**src/rtl/booth_pkg.sv**
```systemverilog
// booth_pkg: shared types and helpers for the radix-4 Booth multiplier
package booth_pkg;

    typedef enum logic [1:0] {IDLE, CALC, DONE} state_t;

    typedef struct packed {
        logic neg;
        logic two;
        logic zero;
    } digit_t;

    // Unsigned operands need one extra digit to cover the zero-extension bits
    function automatic int iter_count(input int width, input logic sgn);
        return sgn ? width / 2 : width / 2 + 1;
    endfunction

endpackage

```
**src/rtl/booth_r4_recoder.sv**
```systemverilog
// booth_r4_recoder: maps a 3-bit Booth window to a {neg, two, zero} digit
module booth_r4_recoder
    import booth_pkg::*;
(
    input  logic [2:0] bits,
    output digit_t     dig
);

    // Windows 100/101/110 are negative, 011/100 select 2M, 000/111 are zero
    always_comb begin
        dig.neg  = bits[2] & ~(bits[1] & bits[0]);
        dig.two  = (bits == 3'b011) | (bits == 3'b100);
        dig.zero = (bits == 3'b000) | (bits == 3'b111);
    end

endmodule

```
**src/rtl/booth_r4_mult.sv**
```systemverilog
// booth_r4_mult: radix-4 Booth multiplier, signed/unsigned, start/busy/done handshake
// Optional BOOTH_EARLY_TERM_EN: stop once all remaining digits are zero, report cycles_used
module booth_r4_mult
    import booth_pkg::*;
#(
    parameter int WIDTH = 16,
    parameter int CNT_W = $clog2(WIDTH / 2 + 2)
) (
    input  logic               clk,
    input  logic               rst,
    input  logic               start,
    input  logic               signed_mode,
    input  logic [WIDTH-1:0]   mcand,
    input  logic [WIDTH-1:0]   mplier,
    output logic               busy,
    output logic               done,
    output logic [2*WIDTH-1:0] product
`ifdef BOOTH_EARLY_TERM_EN
    ,
    output logic [CNT_W-1:0]   cycles_used
`endif
);

    localparam int AW = 2 * WIDTH + 2;
    localparam int QW = WIDTH + 2;

    state_t           state, state_nx;
    logic [AW-1:0]    m, acc, addend, acc_nx;
    logic [QW-1:0]    q, q_nx;
    logic             q_m1;
    logic [CNT_W-1:0] cnt, cnt_nx;
    logic             fin;
    digit_t           dig;

    booth_r4_recoder u_rec (
        .bits({q[1:0], q_m1}),
        .dig (dig)
    );

    // One Booth step: apply the digit, shift the multiplier, decide if this is the last step
    always_comb begin
        addend = dig.zero ? '0 : (dig.two ? m << 1 : m);
        acc_nx = dig.neg ? acc - addend : acc + addend;
        q_nx   = {{2{q[QW-1]}}, q[QW-1:2]};
        cnt_nx = cnt - CNT_W'(1);
        fin    = cnt_nx == '0;
`ifdef BOOTH_EARLY_TERM_EN
        fin    = fin | (&{q_nx, q[1]}) | ~|{q_nx, q[1]};
`endif
    end

    // Next-state and handshake outputs
    always_comb begin
        state_nx = state == IDLE ? (start ? CALC : IDLE) :
                   state == CALC ? (fin ? DONE : CALC) : IDLE;
        busy     = state != IDLE;
        done     = state == DONE;
    end

    // State register
    always_ff @(posedge clk or negedge rst) begin
        if (!rst) state <= IDLE;
        else      state <= state_nx;
    end

    // Datapath: load on accept, iterate in CALC, capture product on the final step
    always_ff @(posedge clk or negedge rst) begin
        if (!rst) begin
            m       <= '0;
            acc     <= '0;
            q       <= '0;
            q_m1    <= 1'b0;
            cnt     <= '0;
            product <= '0;
        end else if (state == IDLE && start) begin
            m    <= {{(AW - WIDTH){signed_mode & mcand[WIDTH-1]}}, mcand};
            q    <= {{2{signed_mode & mplier[WIDTH-1]}}, mplier};
            q_m1 <= 1'b0;
            acc  <= '0;
            cnt  <= CNT_W'(iter_count(WIDTH, signed_mode));
        end else if (state == CALC) begin
            acc  <= acc_nx;
            m    <= m << 2;
            q    <= q_nx;
            q_m1 <= q[1];
            cnt  <= cnt_nx;
            if (fin) product <= acc_nx[2*WIDTH-1:0];
        end
    end

`ifdef BOOTH_EARLY_TERM_EN
    logic [CNT_W-1:0] used;

    // Count CALC cycles; the value stays put through DONE
    always_ff @(posedge clk or negedge rst) begin
        if (!rst)                        used <= '0;
        else if (state == IDLE && start) used <= '0;
        else if (state == CALC)          used <= used + CNT_W'(1);
    end

    assign cycles_used = used;
`endif

endmodule

```
**config.mk**
```make
export PLATFORM = sky130hd
export DESIGN_NAME = booth_r4_mult
export DESIGN_NICKNAME = d
export VERILOG_FILES = /design/src/rtl/booth_pkg.sv /design/src/rtl/booth_r4_recoder.sv /design/src/rtl/booth_r4_mult.sv
export SDC_FILE = /design/constraint.sdc
export NUM_CORES = 1
export LEC_CHECK = 0
export ABC_AREA = 1
export CAP_MARGIN = 20
export CELL_PAD_IN_SITES_DETAIL_PLACEMENT = 0
export CELL_PAD_IN_SITES_GLOBAL_PLACEMENT = 1
export CORE_ASPECT_RATIO = 1.5
export CORE_UTILIZATION = 47
export DETAILED_ROUTE_END_ITERATION = 10
export HOLD_SLACK_MARGIN = 0.06
export PLACE_DENSITY_LB_ADDON = 0.08
export SYNTH_ARGS = -nofsm -noshare
export SYNTH_HDL_FRONTEND = slang
export SYNTH_HIERARCHICAL = 1
export SYNTH_SLANG_ARGS = --single-unit
export TNS_END_PERCENT = 100
```
**constraint.sdc**
```tcl
create_clock -name clk -period 6.2 [get_ports clk]
set_input_delay 1.55 -clock clk [delete_from_list [all_inputs] [get_ports clk]]
set_output_delay 1.55 -clock clk [all_outputs]
set_load 0.03 [all_outputs]
```
==> GITHUB_STEP_SUMMARY, run 1 <==
### Flow metrics

| Metric | Value |
|---|---|
| Core Footprint | `around 17,000 um^2` |
| Fraction of layout cells with a size suffix above 1 | `7.35%` |
| Top Ports | `70` |
| DP Cell Count | `roughly 1,400` |
| 1st-iter DRT viols | `308` |
| Initial antenna violation count | `0` |
| Fa+ha+maj area frac | `5.44%` |
| Crit path DRT | `6520 ps` |
| Post-Layout Cell Count | `between 1,000 and 1,500` |
| Critical path endpoint category | `flop` |
| Tool warning count | `27` |
| Port bufs | `~70` |
| Floorplan Nets | `about 1,200` |
| Vias/cell | `5.27` |
| Vias in the first global route | `between 7,000 and 8,000` |
| CP Launch Type | `flop` |
| Die width | `between 100 and 150 um` |
| DP Area | `roughly 9000 um^2` |
| First-pass GRT wire length | `36,900 um` |
| Die outline height | `164 um` |
| M2 GR Usage | `48.2%` |
| Ys flops | `121` |
| Top cells, area | `dfrtp_1 37%, nand2_1 17%, inv_1 5.2%` |
| M1 WL | `9180 um` |
| Final Core Density | `57.0%` |
| Post-Synth Simple-Gate Area | `30.8%` |
| Gr busiest metal | `met2` |
| Later-pin clock latency in the skew report | `about 440 ps` |
| Max Clk Rate | `between 0.2 and 0.25 GHz` |
| Highest Signal Layer | `met4` |
| Largest net degree at the start of global routing | `65` |
| Area fraction in compound gates | `13.7%` |
| Final Worst Setup Slack | `1680 ps` |
| CTS buffer count | `17` |
| Pre-CTS setup slack | `1240 ps` |
| Crit path kind | `flop to flop` |
| Met1 Usage GRT | `31.0%` |
| Period minus WS final | `approximately 4500 ps` |
| Area leader, netlist | `dfrtp_1` |
| Met3 Track Usage GR | `approximately 4.8%` |
| Ys flop type | `dfrtp_1` |
| Unrepaired setup endpoints after global routing | `no` |
| Max_slew headroom | `between 40% and 50%` |
| Slowest-stage cell, CP | `o21ai_0` |
| Setup-failing EPs final | `0` |
| R2r startpoint | `q[0]` |
| Layout Skew | `12.7 ps` |
| Post-CTS Hold Buffers | `0` |
| Async set-or-reset flop fraction in the synthesized netlist | `100%` |
| Area reported by Yosys stat | `about 8000 um^2` |
| Clock buffer depth | `2` |
| N_diodes | `0` |
| Max Cap Violations | `0` |
| Row count | `58` |
| XOR/XNOR share of the synthesized area | `under 10%` |
| Mux cell area share after synthesis | `0%` |
| GP Congestion | `0.937` |
| Chip area | `18,000 um^2` |
| Status | `finished, final reports clean` |
| WL met3 | `642 um` |
| EDFF count, synth | `0` |
| H-Tree Level Count | `4` |
| Worst R2R Setup Slack | `1680 ps` |
| Postcts setup bufs | `0` |
| Clock tree from TritonCTS | `yes` |
| Yosys warnings | `6` |
| Worst path arrival time | `4830 ps` |
| Worst Hold Depth | `2` |
| Hold crit path type | `flop to flop` |
| FF-to-FF End | `acc[26]` |
| Tcrit/Tclk final | `around 73%` |
| Synthesized cell area | `8190 um^2` |
| Slowest stage delay, CP | `between 500 and 600 ps` |
| Dominant comb cell | `simple AND/OR/NAND/NOR gates` |
| GRT overflow | `0` |
| Hold Slack | `~470 ps` |
| Detailed-router iteration count before antenna repair | `5` |
| Crit path cell chain | `nor2_2, nand2_1, nand2_1, inv_1, nand3_2, ha_1, nand3_1, inv_1, nand4_4, nor2_4, nand3_1, nand2_1, xor2_1, inv_1, ha_1, nand2_1, nor2_1, inv_1, o21ai_0, a21oi_1, nand2_1, nand2_1, nand3_1, nand2_1` |
| Fin area | `~9600 um^2` |
| Clock root buffer | `clkbuf_16` |
| Final hold vios | `0` |
| Final Max Tran Viols | `0` |
| WP buf/inv | `4` |
| Top-area cell share | `37.0%` |
| Routed Antenna Nets | `0` |
| Worst-path clk slew | `roughly 60 ps` |
| Crit path max-delay family | `simple AND/OR/NAND/NOR gates` |
| Least-Margin Pin Slew | `873 ps` |
| Yosys cell count | `around 1,100` |
| Most frequent CP cell | `nand2_1` |
| Drt wl/cell | `15.8 um` |
| Commonest Layout Cell | `nand2_1` |
| Pre-Place Util | `48.4%` |
| Yosys cell types | `43` |
| Hpwl dp | `16,500 um` |
==> run 1: state kept, by name, summed over array words and instances, names as in the netlist <==
signal / cells
state: 2
q: 18
product: 32
acc: 32
m: 32
cnt: 4
q_m1: 1
==> run 1: worst max path at each step <==
stage / start / to / cells past startpoint
floorplan: q[0] / acc[17] / 20
global placement: q[0] / acc[26] / 24
detailed placement: q[0] / acc[26] / 24
CTS: q[0] / acc[26] / 24
global route: q[1] / acc[26] / 25
finish: q[0] / acc[26] / 24
==> run 1: area by class of cell <==
class | instances | area [um^2] | share of cell area (%)
tap | 210 | 263 | 2.73
clock buffer | 21 | 460 | 4.78
multi-input combinational | 846 | 4490 | 46.6
sequential | 121 | 3030 | 31.4
clock inverter | 11 | 121 | 1.26
inverter | 118 | 448 | 4.65
timing repair buffer | 81 | 818 | 8.50
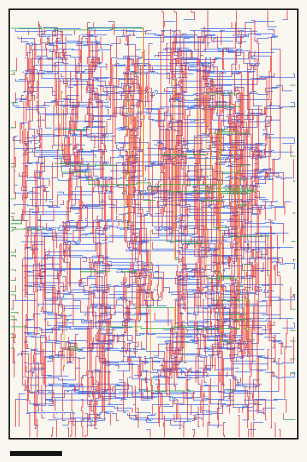
Fig. 1. Routed metal, one colour a layer (run 1).
Scale bar: 20 um.
legend:
  M4:
    colour: orange
    wire_length: 797 um
  M3:
    colour: green
    wire_length: 643 um
  M1:
    colour: blue
    wire_length: 9,180 um
  M2:
    colour: red
    wire_length: 11,700 um
All-Layer GR Usage: 27.1%
Vias: 7,419

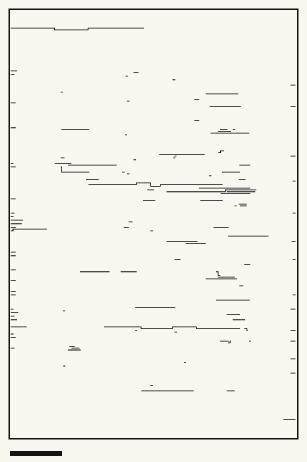
Fig. 2. The metal 3 layer (run 1).
Scale bar: 20 um.
nets with wire on the layer: 79
main direction: horizontal
longest straight run: 23.7 um
share of all routed wire: 2.9%
wire length on this layer: 643 um

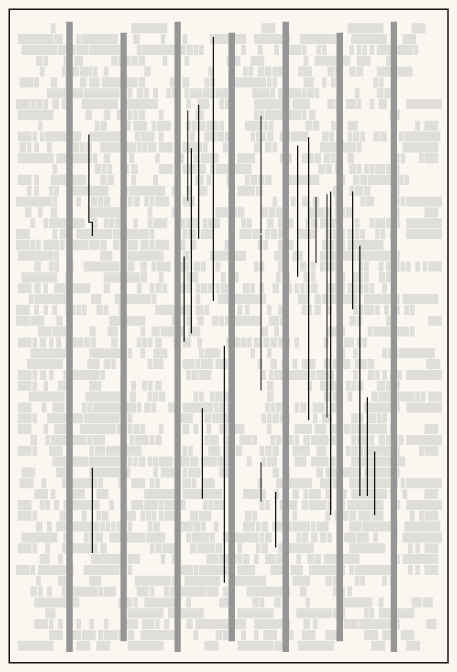
Fig. 3. Met4 routing (run 1).
Supply wires on this layer in grey.
main direction: vertical
share of all routed wire: 3.6%
wire length on this layer: 797 um
nets with wire on the layer: 17
longest straight run: 80.9 um

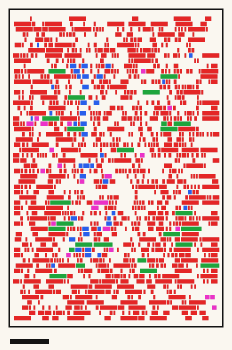
Fig. 4. Cell sizes after repair (run 1).
Scale bar: 20 um.
legend:
  x3 and x4:
    colour: magenta
    cells: 22
  x1 and smaller:
    colour: red
    cells: 1,110
  x2:
    colour: blue
    cells: 41
  x6 and larger:
    colour: green
    cells: 25
Non-clk bufs: 81
Syn-to-layout area delta: 17.6%

Fig. 5: run 1, cell placement
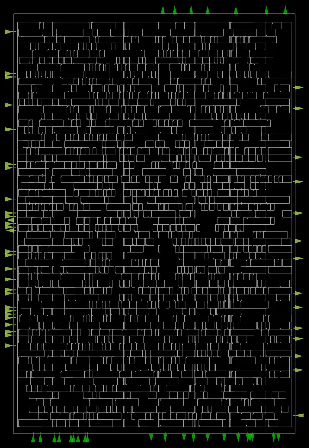

==> inputs of run 2 (changes only) <==
Settings changed: CORE_UTILIZATION 47 to 39.
Clock period 6.2 ns to 4 ns, I/O delays scaled along.
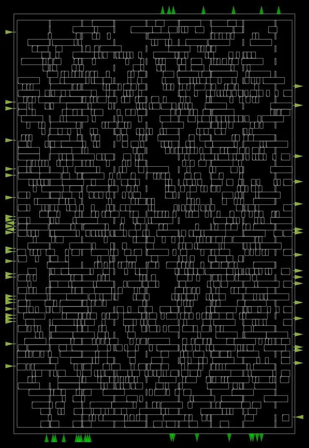
Fig. 6. Cell placement (run 2).
row count: 64
Final Core Density: 49.2%

==> run 2 against run 1 <==
Flip-flop count is the same. Routed wire length grew 4.1%. Maximum frequency grew 23%. First-iteration DRC count grew 2.3%. Critical endpoint is now product[25]. Non-clock buffer count grew 27.
==> GITHUB_STEP_SUMMARY, run 2 <==
### Flow metrics

| Metric | Value |
|---|---|
| Ys flops | `121` |
| Max Clk Rate | `approximately 0.27 GHz` |
| Remaining DRCs | `0` |
| Post-CTS Resized | `1` |
| CP Launch Type | `flop` |
| Ys flop type | `dfrtp_1` |
| GRT overflow | `0` |
| Fin area | `10,100 um^2` |
| Period minus WS final | `approximately 3700 ps` |
| Largest net degree at the start of global routing | `~73` |
| Register share after synthesis | `a little under two fifths` |
| Layout Skew | `10.6 ps` |
| Final hold vios | `0` |
| Top cells excl fill/tap | `378 x nand2_1, 121 x dfrtp_1, 112 x inv_1` |
| First-pass GRT wire length | `38,300 um` |
| Dominant cell by count in the synthesized netlist | `nand2_1` |
| Worst R2R Setup Slack | `approximately 320 ps` |
| Async set-or-reset flop fraction in the synthesized netlist | `100%` |
| Clock tree from TritonCTS | `yes` |
| Synthesized cell area | `around 8200 um^2` |
| Tcrit/Tclk final | `around nine tenths` |
| Worst-path clk slew | `60 ps` |
| Hold Slack | `roughly 460 ps` |
| Detailed-router iteration count before antenna repair | `4` |
| Clk sinks | `121` |
| Yosys cell count | `about 1,100` |
| H-Tree Level Count | `4` |
| Commonest Layout Cell | `nand2_1` |
| Port bufs | `69` |
| Later-pin clock latency in the skew report | `~440 ps` |
| Pre-CTS setup slack | `-41.6 ps` |
| Tool warning count | `27` |
| Yosys warnings | `6` |
| Area fraction in compound gates | `13.7%` |
| Core Footprint | `20,500 um^2` |
| Post-Syn Area per Cell | `7.27 um^2` |
| Crit path cell chain | `nor2_2, nand2_1, nand2_4, buf_4, nand2_1, nand3_2, nand3_1, inv_2, nand4_4, nor2_4, nand3_1, nand2_1, xor2_1, inv_1, ha_4, nand2_1, nor2_1, inv_1, nor3_2, nand3_1, o211ai_1, nand2_1, nand3_1, nand2_1` |
| Final Max Tran Viols | `0` |
| Reg2reg path depth | `24` |
| Floorplan Nets | `1,198` |
| Top-area cell share | `between 30 and 40%` |
| Max_slew headroom | `44.7%` |
| Top Ports | `70` |
| Mux cell area share after synthesis | `0%` |
| Final Worst Setup Slack | `322 ps` |
| Largest regs | `acc (32), m (32), product (32)` |
| Routed Antenna Nets | `0` |
| Hpwl dp | `17,200 um` |
| FF-to-FF End | `product[25]` |
| Drt wl/cell | `between 15 and 20 um` |
| Initial antenna violation count | `0` |
| Crit path kind | `flop to flop` |
| Critical-path maximum fanout | `7` |
| Worst Setup SP | `q[0]` |
| Yosys cell types | `43` |
| Crit path DRT | `4310 ps` |
| Crit path max-delay family | `simple AND/OR/NAND/NOR gates` |
| EDFF count, synth | `0` |
| Area reported by Yosys stat | `8190 um^2` |
| Total Routed Length | `23,200 um` |
| Top cells, area | `dfrtp_1 37%, nand2_1 17%, inv_1 5.2%` |
| Least-Margin Pin Slew | `around 830 ps` |
| XOR/XNOR share of the synthesized area | `4.81%` |
| Syn-to-layout area delta | `23.2%` |
| Die width | `120 um` |
| Post-Synth Simple-Gate Area | `30.8%` |
| Mapped Cells | `1,127` |
| Hold crit path type | `input pin to async pin` |
| Die outline height | `roughly 180 um` |
| DP Area | `9290 um^2` |
| Setup-failing EPs final | `0` |
| Status | `finished, final reports clean` |
| Slowest-stage cell, CP | `dfrtp_1` |
| DP Cell Count | `1,452` |
| Pre-Place Util | `40.0%` |
| Postcts setup bufs | `0` |
| N_diodes | `0` |
| All-Layer GR Usage | `22.8%` |
| 1st-iter DRT viols | `315` |
| Fraction of layout cells with a size suffix above 1 | `11.3%` |
| Post-CTS Hold Buffers | `0` |
| Max Cap Violations | `0` |
| GP Congestion | `0.859` |
| Commonest cells in the netlist | `379 x nand2_1, 121 x dfrtp_1, 114 x inv_1` |
| WP buf/inv | `4` |
| Dominant comb cell | `simple AND/OR/NAND/NOR gates` |
| Most frequent CP cell | `nand2_1` |
| Nets | `approximately 1,300` |
| Clock buffer depth | `2` |
| Total negative slack | `0 ps` |
| Vias | `7,509` |
| Worst path arrival time | `3990 ps` |
| Fa+ha+maj area frac | `5.44%` |
| R2r startpoint | `q[0]` |
| Post-Layout Cell Count | `1,489` |
| CTS buffer count | `17` |
| Critical path endpoint category | `flop` |
| Slowest stage delay, CP | `420 ps` |
| Clock root buffer | `clkbuf_16` |
| Area leader, netlist | `dfrtp_1` |
| Chip area | `between 20,000 and 25,000 um^2` |
| Vias/cell | `5.04` |
| Vias in the first global route | `7,594` |
run 2: cell type report:
class | instances | area [um^2]
multi-input cells | 846 | 4590
repair buffers | 108 | 1050
clock buffers | 21 | 470
well taps | 264 | 330
clock inverters | 11 | 169
inverters | 118 | 448
fillers | 2132 | 10400
flip-flops and latches | 121 | 3030
run 2: layer usage:
metal / global-route usage, % / wire length, um
met1: 26.1 / 9710
met2: 40.6 / 11900
met3: 2.95 / 653
met4: 11.9 / 920
met5: 0 / 0
run 2: worst max-delay path by stage:
| stage | end | depth (start not counted) |
|---|---|---|
| final | product[25] | 24 |
| after global routing | acc[26] | 27 |
| after CTS | product[30] | 22 |
| after detailed placement | product[30] | 22 |
| after global placement | product[21] | 22 |
| after floorplan | acc[17] | 20 |
